==> src/rtl/turbo_iter_ctrl_pkg.sv <==
// Shared decoder-control definitions: FSM state encoding and default frame geometry.
// Latency: n/a (types and constants only).
// Backpressure: n/a.
package turbo_iter_ctrl_pkg;

    // Default number of full turbo iterations (one DEC1 pass plus one DEC2 pass each).
    localparam int TIC_MAX_ITER_DEF  = 8;
    // Default number of input beats that make up one frame.
    localparam int TIC_BLK_BEATS_DEF = 4;

    // Width of the iteration counter and of the beat index.
    localparam int TIC_ITER_W = 6;
    localparam int TIC_BEAT_W = 2;

    // Iteration controller states.
    typedef enum logic [2:0] {
        TIC_IDLE     = 3'd0,
        TIC_LOAD     = 3'd1,
        TIC_D1_ISSUE = 3'd2,
        TIC_D1_WAIT  = 3'd3,
        TIC_D2_ISSUE = 3'd4,
        TIC_D2_WAIT  = 3'd5,
        TIC_FINISH   = 3'd6
    } tic_state_t;

    // True for the two states that belong to the second (interleaved) half-iteration.
    function automatic logic tic_is_dec2(input tic_state_t s);
        return (s == TIC_D2_ISSUE) || (s == TIC_D2_WAIT);
    endfunction

endpackage : turbo_iter_ctrl_pkg

==> src/rtl/turbo_iter_ctrl.sv <==
// Turbo decoder iteration controller: loads a frame, alternates DEC1/DEC2 SISO passes, counts iterations.
// Latency: first siso_start_o 1+BLK_BEATS cycles after start_i with continuous beats; done_o one cycle after the final DEC2 completion.
// Backpressure: LOAD stalls on beat_valid_i gaps, WAIT states hold until siso_done_i, start_i ignored while busy.
//
// Optional feature: define EARLY_STOP_EN to finish after a DEC2 pass whose hard decisions
// did not change (hard_eq_i) once at least one full iteration has completed.
//
// Ports:
//   clk_p_i        clock, all state changes on the rising edge
//   reset_n_i      asynchronous active-low reset
//   start_i        frame start request, sampled only in IDLE
//   beat_valid_i   one input beat available to load
//   load_we_o      write enable to the systematic/parity buffers
//   load_idx_o     beat index for the current write
//   ext_clr_o      one-cycle pulse clearing the extrinsic store at frame start
//   siso_start_o   one-cycle SISO read-enable pulse per half-iteration
//   siso_done_i    SISO completion pulse
//   half_o         0 = DEC1 (natural order, parity 1), 1 = DEC2 (interleaved, parity 2)
//   iter_o         completed full iterations
//   hard_eq_i      hard decisions unchanged since the previous DEC2
//   busy_o         high in every state except IDLE
//   done_o         one-cycle frame-finished pulse
module turbo_iter_ctrl
    import turbo_iter_ctrl_pkg::*;
#(
    parameter int MAX_ITER  = TIC_MAX_ITER_DEF,
    parameter int BLK_BEATS = TIC_BLK_BEATS_DEF
) (
    input  logic                  clk_p_i,
    input  logic                  reset_n_i,
    input  logic                  start_i,
    input  logic                  beat_valid_i,
    output logic                  load_we_o,
    output logic [TIC_BEAT_W-1:0] load_idx_o,
    output logic                  ext_clr_o,
    output logic                  siso_start_o,
    input  logic                  siso_done_i,
    output logic                  half_o,
    output logic [TIC_ITER_W-1:0] iter_o,
    input  logic                  hard_eq_i,
    output logic                  busy_o,
    output logic                  done_o
);

    localparam logic [TIC_BEAT_W-1:0] LAST_BEAT = TIC_BEAT_W'(BLK_BEATS - 1);
    localparam logic [TIC_ITER_W-1:0] ITER_TGT  = TIC_ITER_W'(MAX_ITER);

    tic_state_t            r_state;
    tic_state_t            w_state_nxt;
    logic [TIC_BEAT_W-1:0] r_beat;
    logic [TIC_BEAT_W-1:0] w_beat_nxt;
    logic [TIC_ITER_W-1:0] r_iter;
    logic [TIC_ITER_W-1:0] w_iter_nxt;
    logic [TIC_ITER_W-1:0] w_iter_inc;

    logic w_ext_clr;
    logic w_load_we;
    logic w_siso_start;
    logic w_half;
    logic w_busy;
    logic w_done;
    logic w_early_stop;

    assign w_iter_inc = r_iter + TIC_ITER_W'(1);

`ifdef EARLY_STOP_EN
    // Converged decisions only count once a full iteration has already been
    // completed, so a frame always gets at least two full iterations.
    assign w_early_stop = hard_eq_i && (r_iter >= TIC_ITER_W'(1));
`else
    logic w_unused_hard_eq;
    assign w_unused_hard_eq = hard_eq_i;
    assign w_early_stop     = 1'b0;
`endif

    // ------------------------------------------------------------------
    // State, beat count and iteration count registers
    // ------------------------------------------------------------------
    always_ff @(posedge clk_p_i or negedge reset_n_i) begin
        if (!reset_n_i) begin
            r_state <= TIC_IDLE;
            r_beat  <= '0;
            r_iter  <= '0;
        end else begin
            r_state <= w_state_nxt;
            r_beat  <= w_beat_nxt;
            r_iter  <= w_iter_nxt;
        end
    end

    // ------------------------------------------------------------------
    // Next-state and output decode
    // ------------------------------------------------------------------
    always_comb begin
        w_state_nxt  = r_state;
        w_beat_nxt   = r_beat;
        w_iter_nxt   = r_iter;
        w_ext_clr    = 1'b0;
        w_load_we    = 1'b0;
        w_siso_start = 1'b0;
        w_half       = tic_is_dec2(r_state);
        w_busy       = 1'b1;
        w_done       = 1'b0;

        unique case (r_state)
            TIC_IDLE: begin
                w_busy = 1'b0;
                if (start_i) begin
                    // Fresh frame: wipe extrinsic info and both counters.
                    w_ext_clr   = 1'b1;
                    w_beat_nxt  = '0;
                    w_iter_nxt  = '0;
                    w_state_nxt = TIC_LOAD;
                end
            end

            TIC_LOAD: begin
                if (beat_valid_i) begin
                    w_load_we  = 1'b1;
                    w_beat_nxt = r_beat + TIC_BEAT_W'(1);
                    if (r_beat == LAST_BEAT) begin
                        w_state_nxt = TIC_D1_ISSUE;
                    end
                end
            end

            TIC_D1_ISSUE: begin
                w_siso_start = 1'b1;
                w_state_nxt  = TIC_D1_WAIT;
            end

            TIC_D1_WAIT: begin
                if (siso_done_i) begin
                    w_state_nxt = TIC_D2_ISSUE;
                end
            end

            TIC_D2_ISSUE: begin
                w_siso_start = 1'b1;
                w_state_nxt  = TIC_D2_WAIT;
            end

            TIC_D2_WAIT: begin
                if (siso_done_i) begin
                    // A DEC2 completion closes one full iteration.
                    w_iter_nxt = w_iter_inc;
                    if ((w_iter_inc == ITER_TGT) || w_early_stop) begin
                        w_state_nxt = TIC_FINISH;
                    end else begin
                        w_state_nxt = TIC_D1_ISSUE;
                    end
                end
            end

            TIC_FINISH: begin
                w_done      = 1'b1;
                w_state_nxt = TIC_IDLE;
            end

            default: begin
                w_busy      = 1'b0;
                w_state_nxt = TIC_IDLE;
            end
        endcase
    end

    // ------------------------------------------------------------------
    // Outputs
    // ------------------------------------------------------------------
    // ext_clr_o is decoded from start_i in IDLE, which is also the reset
    // state, so it needs the reset term to stay quiet while reset is held.
    assign ext_clr_o    = w_ext_clr & reset_n_i;
    assign load_we_o    = w_load_we;
    assign load_idx_o   = r_beat;
    assign siso_start_o = w_siso_start;
    assign half_o       = w_half;
    assign iter_o       = r_iter;
    assign busy_o       = w_busy;
    assign done_o       = w_done;

endmodule : turbo_iter_ctrl

==> config.mk <==
export PLATFORM = sky130hd
export DESIGN_NAME = turbo_iter_ctrl
export DESIGN_NICKNAME = d
export VERILOG_FILES = /design/src/rtl/turbo_iter_ctrl_pkg.sv /design/src/rtl/turbo_iter_ctrl.sv
export SDC_FILE = /design/constraint.sdc
export NUM_CORES = 1
export LEC_CHECK = 0
export ABC_AREA = 1
export CORE_MARGIN = 3
export CORE_UTILIZATION = 45
export CTS_CLUSTER_SIZE = 20
export DETAILED_ROUTE_END_ITERATION = 10
export GPL_ROUTABILITY_DRIVEN = 0
export PLACE_DENSITY_LB_ADDON = 0.12
export SLEW_MARGIN = 20
export SYNTH_ARGS = -nofsm -noshare
export SYNTH_HDL_FRONTEND = slang
export SYNTH_SLANG_ARGS = --single-unit
export TNS_END_PERCENT = 100
==> constraint.sdc <==
create_clock -name clk_p_i -period 3.2 [get_ports clk_p_i]
set_input_delay 0.64 -clock clk_p_i [delete_from_list [all_inputs] [get_ports clk_p_i]]
set_output_delay 0.64 -clock clk_p_i [all_outputs]
set_load 0.01 [all_outputs]
==> run_1/clk_routes.png <==
Scale: 10 px per um.
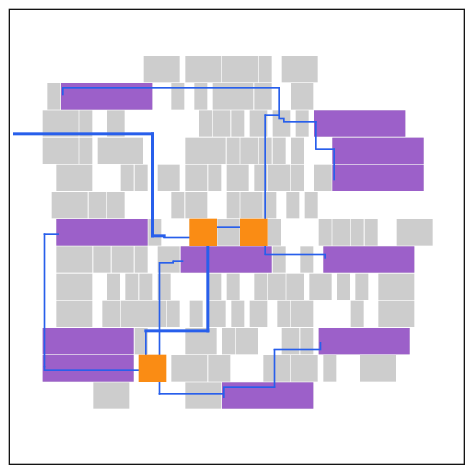
Blue shows clock wires, length 176 um. Purple shows flip-flops, count 11. Orange shows clock drivers, count 3.
There are 4 routed clock nets.
Clock Power Share: 0.110
final worst clock skew: 0.005502 ns

==> run_1/io_placement.png <==
Scale: 8 px per um. Pins as bars across the die edge, other pins in gray.
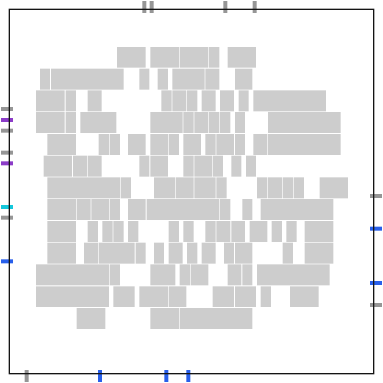
Blue shows iter_o, pins 6, direction output, edge 3 bottom, 2 right, 1 left. Purple shows load_idx_o, pins 2, direction output, edge left. Cyan shows ext_clr_o, pins 1, direction output, edge left.
Port Buffers: 18
Die Width: 45.36 um
Die Ht: 45.36 um

==> run_1/logic_types.png <==
Scale: 8 px per um.
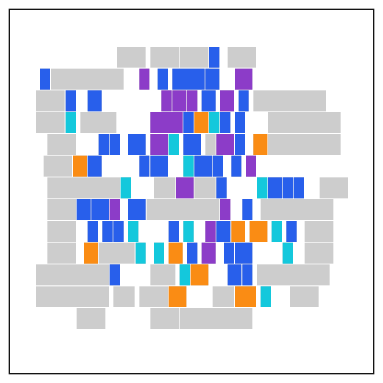
Orange shows inverting AOI/OAI gates, cells 10. Cyan shows inverters, cells 14. Blue shows NAND gates, cells 43. Purple shows NOR gates, cells 15.
most numerous logic cell after layout: nand2_1
Comb area share: 0.3938
Non-Filler Instances: 134

==> run_results.csv, run 1 <==
group,metric,value,unit
finish,nFillCells,126,
synth,fp_nets,105,
finish,inv_count,14,
worst_hold_path,hp-class,"flop to flop",
worst_hold_path,holdPathStages,1,
synth,ys_sh_mux,0,
finish,buffer_area_frac,0.2030,
setup_path,regToRegEndpoint,"iter_o[0]",
finish,clk_share,0.02842,
setup_path,worst_path_most_repeated_cell,"clkdlybuf4s50_1",
job,cap_violations,0,
cts,cts_buffer_depth,2,
finish,layout.nets,128,
synth,synthTopCellsByCount,"nand2_1, dfrtp_1, inv_1",
sta,drv_slew,0,
finish,seq_share,0.2977,
synth,ys_sh_adder,0.03591,
setup_path,arrival,1.89,ns
synth,synth_top_flop_cell,"dfrtp_1",
synth,syn-cell-area,696.9,um2
setup_path,cp_slowest_cell,"clkdlybuf4s50_1",
worst_hold_path,min_from,"load_idx_o[0]",
synth,yosysTopAreaCell,"dfrtp_1",
detailed_routing,avgRoutedWirePerCell,11.41,um
finish,syn_to_final_growth,32.68,%
synth,synth-async-reset-ratio,1.000,
floorplan,taps,15,
synth,ys_cells,97,
sta,whs,0.5306,ns
sta,worst_pin_slew,0.2728,ns
floorplan,core_area,1383,um2
detailed_routing,top_layer,"met4",
global_route,groute.layer.met3.usage,0.04781,
finish,comb_area,364.1,um2
cts,clkSlewWorstSetupHoldPaths,0.07,ns
pwr,switching_share,0.4536,
detailed_routing,viasPerCell,5.179,
global_route,globalRouteMet2Util,0.2853,
setup_path,start_kind,"input pin",
pwr,vdd_drop_max,0.5254,mV
synth,simple_gate_area_frac,0.3932,
synth,ys.flops,11,
setup_path,ff2ff_setup_slack,1.88,ns
synth,synth_top_cell_by_count,"nand2_1",
sta,period_needed,2.533,ns
finish,logic_gates,71,
synth,ys_sh_aoi,0.08079,
pwr,intPower,496.4,uW
place,placedInstanceArea,898.4,um2
synth,logic_family,"simple AND/OR/NAND/NOR gates",
outcome,status,"finished, final reports clean",
finish,n_antenna_cell,0,
detailed_routing,drc_errors,0,
cts,cts_tree,"done",
synth,yosysWarnings,0,
pwr,seq_power,293,uW
setup_path,crit_path_end,"ext_clr_o",
place,dpl.hpwl,1166,um
sta,finalSetupTns,0,ns
setup_path,worstSetupPathDepth,4,
pwr,p_per_area,982.6,nW/um2
detailed_routing,vias,694,
synth,area_leaders,"dfrtp_1, nand2_1, nand3_1",
setup_path,cp.required,2.56,ns
finish,drive_above_1_share,0.1597,
setup_path,reg2reg_depth,6,
pwr,p_switching,412.2,uW
finish,top_area_cell_class,"logic gates",
global_route,grt_pass1_vias,641,
synth,synth_xor_xnor_area_share,0.01257,
sta,final.period_utilization,0.7916,
synth,synthCells,97,
synth,ys_seq_share,0.3950,
cts,cts_sinks,11,
cts,post-cts-setup-buffers,0,
synth,edf_count,0,
global_route,grt_usage,0.1773,
detailed_routing,drt_wl_total,1529,um
detailed_routing,met3WireLength,69,um
setup_path,critPathBufInv,2,
global_route,top_usage_layer,"met2",
floorplan,row_count,13,
detailed_routing,ant_nets,0,
synth,yosys-stat-area,696.9,um2
pwr,p_comb,516,uW
setup_path,crit_type,"input pin to output port",
place,dp.cells,130,
setup_path,endpoint_kind,"output port",
finish,clock_buffers,4,
synth,top_cell_area_share,0.3950,
global_route,grt_start_max_net_pins,12,
setup_path,r2r_start,"r_state[0]",
sta,hold_viol_final,0,
setup_path,cp_cell_sequence,"clkdlybuf4s50_1 -> nand2_1 -> nor2_1 -> clkdlybuf4s50_1",
finish,seqCellArea,275.3,um2
setup_path,cp_max_fo,4,
sta,timing.slew.headroom,0.8167,
sta,rsz0062_at_grt,"false",
place,place_ws,0.6716,ns
cts,cts.hold.buffers_added,0,
floorplan,initCoreUtil,0.5041,
detailed_routing,wl_met2,702,um
cts,cts_max_level,1,
worst_hold_path,hold_path_end,"load_idx_o[0]",
pwr,power.leakage,0.4312,nW
pwr,p_seq_frac,0.322,
cts,numCtsBuffers,3,
==> run 2: changes to the inputs <==
Settings changed: CORE_UTILIZATION 45 to 41.
Clock period 3.2 ns to 2.06 ns, I/O delays scaled along.
==> run_2/io_placement.png <==
Scale: 8 px per um. Pins as bars across the die edge, other pins in gray.
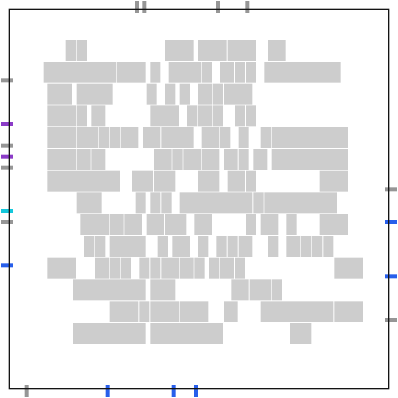
Purple shows load_idx_o, pins 2, direction output, edge left. Cyan shows ext_clr_o, pins 1, direction output, edge left. Blue shows iter_o, pins 6, direction output, edge 3 bottom, 2 right, 1 left.

==> run 2 against run 1 <==
Clock-buffer cell count did not move. Via count down 1.9%. Combinational power rose by 57%. Final cell count increased by 2.2%. Cell area grew 3.2%. Critical endpoint is now siso_start_o. Highest routed layer unchanged.
==> run_results.csv, run 2 <==
group,metric,value,unit
pwr,p_total,1.431,mW
pwr,comb_power_share,0.567,
cts,cts_buffer_depth,2,
floorplan,initCoreUtil,0.4470,
detailed_routing,ant_nets,0,
detailed_routing,avgRoutedWirePerCell,11.23,um
place,placedInstanceArea,914.6,um2
worst_hold_path,hp-class,"input pin to asynchronous set/reset pin",
cts,cts_sinks,11,
global_route,grt_pass1_vias,571,
floorplan,dieHeight,47.23,um
place,dpl.hpwl,1187,um
pwr,pwr-share-clk,0.102,
setup_path,critPathBufInv,2,
sta,finalSetupTns,0,ns
cts,cts_tree,"done",
pwr,power.leakage,0.4473,nW
setup_path,arrival,1.55,ns
setup_path,crit_type,"flop to output port",
floorplan,row_count,14,
pwr,p_seq_frac,0.331,
synth,fp_nets,105,
cts,numCtsBuffers,3,
finish,inv_count,14,
setup_path,r2r_start,"r_state[1]",
detailed_routing,drc_errors,0,
detailed_routing,viasPerCell,4.971,
pwr,intPower,788.6,uW
setup_path,ff2ff_setup_slack,0.75,ns
synth,avgSynthCellArea,7.185,um2
synth,edf_count,0,
setup_path,cp_slowest_cell,"clkdlybuf4s50_1",
global_route,grt_start_max_net_pins,12,
setup_path,reg2reg_depth,8,
pwr,seq_power,474,uW
setup_path,worstSetupPathDepth,4,
detailed_routing,drt_wl_total,1539,um
finish,lay_top_count,"nand2_1",
finish,drive_above_1_share,0.2149,
synth,ys.flops,11,
sta,skew,0.005417,ns
finish,nFillCells,135,
synth,synthTopCellsByCount,"nand2_1, dfrtp_1, inv_1",
floorplan,taps,16,
finish,final_cells,137,
synth,area_leaders,"dfrtp_1, nand2_1, nand3_1",
detailed_routing,wl_met2,674,um
setup_path,start_kind,"flop",
finish,syn_to_final_growth,36.98,%
finish,clk_share,0.02752,
pwr,p_per_area,1499,nW/um2
finish,comb_area,374.1,um2
finish,sh_comb_area,0.3919,
sta,worst_pin_slew,0.2238,ns
synth,synth_xor_xnor_area_share,0.01257,
setup_path,critPathMaxStageDelay,0.52,ns
synth,synthCells,97,
sta,hold_viol_final,0,
finish,top_area_cell_class,"logic gates",
synth,logic_family,"simple AND/OR/NAND/NOR gates",
job,cap_violations,0,
sta,period_needed,1.966,ns
global_route,groute.layer.met3.usage,0.03831,
synth,syn-cell-area,696.9,um2
cts,clock_tree.root_cell,"clkbuf_4",
global_route,use_met1,0.2361,
finish,n_antenna_cell,0,
pwr,p_comb,811,uW
setup_path,cp.required,1.65,ns
setup_path,crit_path_end,"siso_start_o",
finish,logic_gates,71,
cts,cts_max_level,1,
place,port_buffers,18,
cts,post-cts-setup-buffers,0,
setup_path,regToRegEndpoint,"iter_o[0]",
setup_path,endpoint_kind,"output port",
synth,synth_top_flop_cell,"dfrtp_1",
synth,yosysTopAreaCell,"dfrtp_1",
outcome,status,"finished, final reports clean",
setup_path,cp_max_fo,8,
synth,yosysWarnings,0,
setup_path,cp_cell_sequence,"inv_4 -> nand3_1 -> nand2_1 -> clkdlybuf4s50_1",
global_route,grt_usage,0.1607,
sta,timing.slew.headroom,0.8508,
global_route,top_usage_layer,"met1",
detailed_routing,top_layer,"met4",
cts,clkSlewWorstSetupHoldPaths,0.08,ns
detailed_routing,vias,681,
synth,synth_top_cell_by_count,"nand2_1",
detailed_routing,met3WireLength,70,um
finish,seqCellArea,279.0,um2
synth,ys_sh_mux,0,
place,dp.cells,133,
synth,yosys-stat-area,696.9,um2
sta,final.period_utilization,0.9542,
synth,ys_seq_share,0.3950,
synth,ys_cells,97,
synth,synth-async-reset-ratio,1.000,
synth,ys_sh_adder,0.03591,
finish,buffer_area_frac,0.2097,
synth,top_cell_area_share,0.3950,
synth,simple_gate_area_frac,0.3932,
sta,whs,0.5151,ns
floorplan,die_w,47.23,um
sta,rsz0062_at_grt,"false",
synth,ys_types,20,
sta,drv_slew,0,
pwr,p_switching,642.7,uW
cts,cts.hold.buffers_added,0,
global_route,globalRouteMet2Util,0.2219,
finish,fin_util,0.6124,
pwr,vdd_drop_max,0.6725,mV
floorplan,core_area,1559,um2
synth,ys_sh_aoi,0.08079,
finish,layout.nets,130,
place,place_ws,0.03163,ns
finish,clock_buffers,4,
finish,seq_share,0.2923,
pwr,switching_share,0.4490,
==> run 3: changes to the inputs <==
Settings changed: CAP_MARGIN set to 20.
==> run_3/clocks.png <==
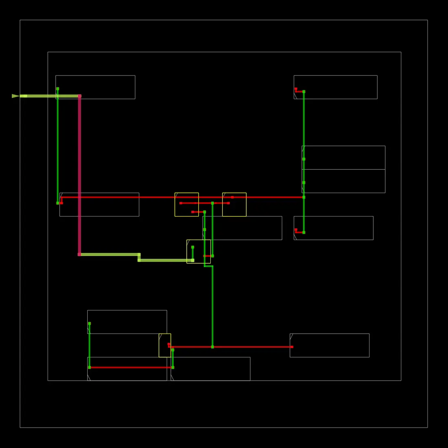
Sink Count: 11
CTS buffer count: 3
clock buffers: 4
final worst clock skew: 0.005417 ns
Latency at later pin: 0.26 ns

==> run 3 against run 2 <==
Flip-flop count unchanged. Power is the same. Synthesized area stayed put. Largest cell class unchanged.
==> run_results.csv, run 3 <==
group,metric,value,unit
finish,nFillCells,135,
pwr,p_per_area,1499,nW/um2
setup_path,critPathMaxStageDelay,0.52,ns
setup_path,worstSetupPathDepth,4,
worst_hold_path,hp-class,"input pin to asynchronous set/reset pin",
finish,layout.nets,130,
pwr,switching_share,0.4490,
pwr,pwr-share-clk,0.102,
setup_path,cp_cell_sequence,"inv_4 -> nand3_1 -> nand2_1 -> clkdlybuf4s50_1",
detailed_routing,wl_met2,674,um
synth,synth_top_flop_cell,"dfrtp_1",
finish,final_cells,137,
synth,syn-cell-area,696.9,um2
floorplan,die_w,47.23,um
cts,post-cts-setup-buffers,0,
synth,synth-async-reset-ratio,1.000,
synth,yosysWarnings,0,
job,cap_violations,0,
detailed_routing,drc_errors,0,
synth,ys_sh_mux,0,
synth,ys_seq_share,0.3950,
global_route,use_met1,0.2361,
synth,synth_xor_xnor_area_share,0.01257,
synth,synthCells,97,
finish,buffer_area_frac,0.2097,
finish,fin_util,0.6124,
setup_path,crit_path_end,"siso_start_o",
global_route,antenna_found_initial,0,
finish,seq_share,0.2923,
cts,cts_buffer_depth,2,
setup_path,critPathBufInv,2,
sta,drv_slew,0,
finish,syn_to_final_growth,36.98,%
pwr,seq_power,474,uW
synth,fp_nets,105,
setup_path,endpoint_kind,"output port",
pwr,p_total,1.431,mW
setup_path,start_kind,"flop",
setup_path,r2r_start,"r_state[1]",
synth,simple_gate_area_frac,0.3932,
finish,top_area_cell_class,"logic gates",
synth,yosysTopAreaCell,"dfrtp_1",
setup_path,cp_slowest_cell,"clkdlybuf4s50_1",
sta,period_needed,1.966,ns
finish,lay_top_count,"nand2_1",
synth,synth_top_cell_by_count,"nand2_1",
sta,worst_pin_slew,0.2238,ns
pwr,comb_power_share,0.567,
synth,ys_cells,97,
place,dp.cells,133,
setup_path,reg2reg_depth,8,
global_route,groute.layer.met3.usage,0.03831,
setup_path,ff2ff_setup_slack,0.75,ns
cts,cts.hold.buffers_added,0,
pwr,power.leakage,0.4473,nW
place,place_ws,0.03163,ns
global_route,top_usage_layer,"met1",
floorplan,taps,16,
setup_path,cp_max_fo,8,
setup_path,cp.required,1.65,ns
pwr,p_switching,642.7,uW
detailed_routing,met3WireLength,70,um
global_route,globalRouteMet2Util,0.2219,
synth,edf_count,0,
finish,seqCellArea,279.0,um2
detailed_routing,top_layer,"met4",
detailed_routing,viasPerCell,4.971,
floorplan,row_count,14,
finish,drive_above_1_share,0.2149,
synth,ys.flops,11,
finish,n_antenna_cell,0,
pwr,p_seq_frac,0.331,
pwr,vdd_drop_max,0.6725,mV
finish,buffers,21,
cts,clkSlewWorstSetupHoldPaths,0.08,ns
synth,ys_sh_aoi,0.08079,
floorplan,dieHeight,47.23,um
sta,final.period_utilization,0.9542,
finish,inv_count,14,
job,warnings,27,
synth,ys_sh_adder,0.03591,
finish,logic_gates,71,
global_route,overflow,0,
detailed_routing,vias,681,
pwr,p_comb,811,uW
sta,rsz0062_at_grt,"false",
setup_path,crit_type,"flop to output port",
cts,cts_max_level,1,
detailed_routing,ant_nets,0,
sta,timing.slew.headroom,0.8508,
synth,area_leaders,"dfrtp_1, nand2_1, nand3_1",
global_route,grt_pass1_vias,571,
sta,hold_viol_final,0,
cts,clock_tree.root_cell,"clkbuf_4",
synth,yosys-stat-area,696.9,um2
synth,top_cell_area_share,0.3950,
global_route,grt_start_max_net_pins,12,
finish,comb_area,374.1,um2
sta,whs,0.5151,ns
detailed_routing,drt_wl_total,1539,um
pwr,intPower,788.6,uW
outcome,status,"finished, final reports clean",
floorplan,core_area,1559,um2
synth,ys_types,20,
place,placedInstanceArea,914.6,um2
finish,clk_share,0.02752,
synth,logic_family,"simple AND/OR/NAND/NOR gates",
cts,cts_tree,"done",
sta,finalSetupTns,0,ns
place,dpl.hpwl,1187,um
global_route,grt_usage,0.1607,
finish,sh_comb_area,0.3919,
setup_path,arrival,1.55,ns
synth,avgSynthCellArea,7.185,um2
detailed_routing,avgRoutedWirePerCell,11.23,um
synth,synthTopCellsByCount,"nand2_1, dfrtp_1, inv_1",
pwr,power_clock,146,uW
setup_path,regToRegEndpoint,"iter_o[0]",
place,port_buffers,18,
floorplan,initCoreUtil,0.4470,
Power is estimated from default activity; no workload was simulated.
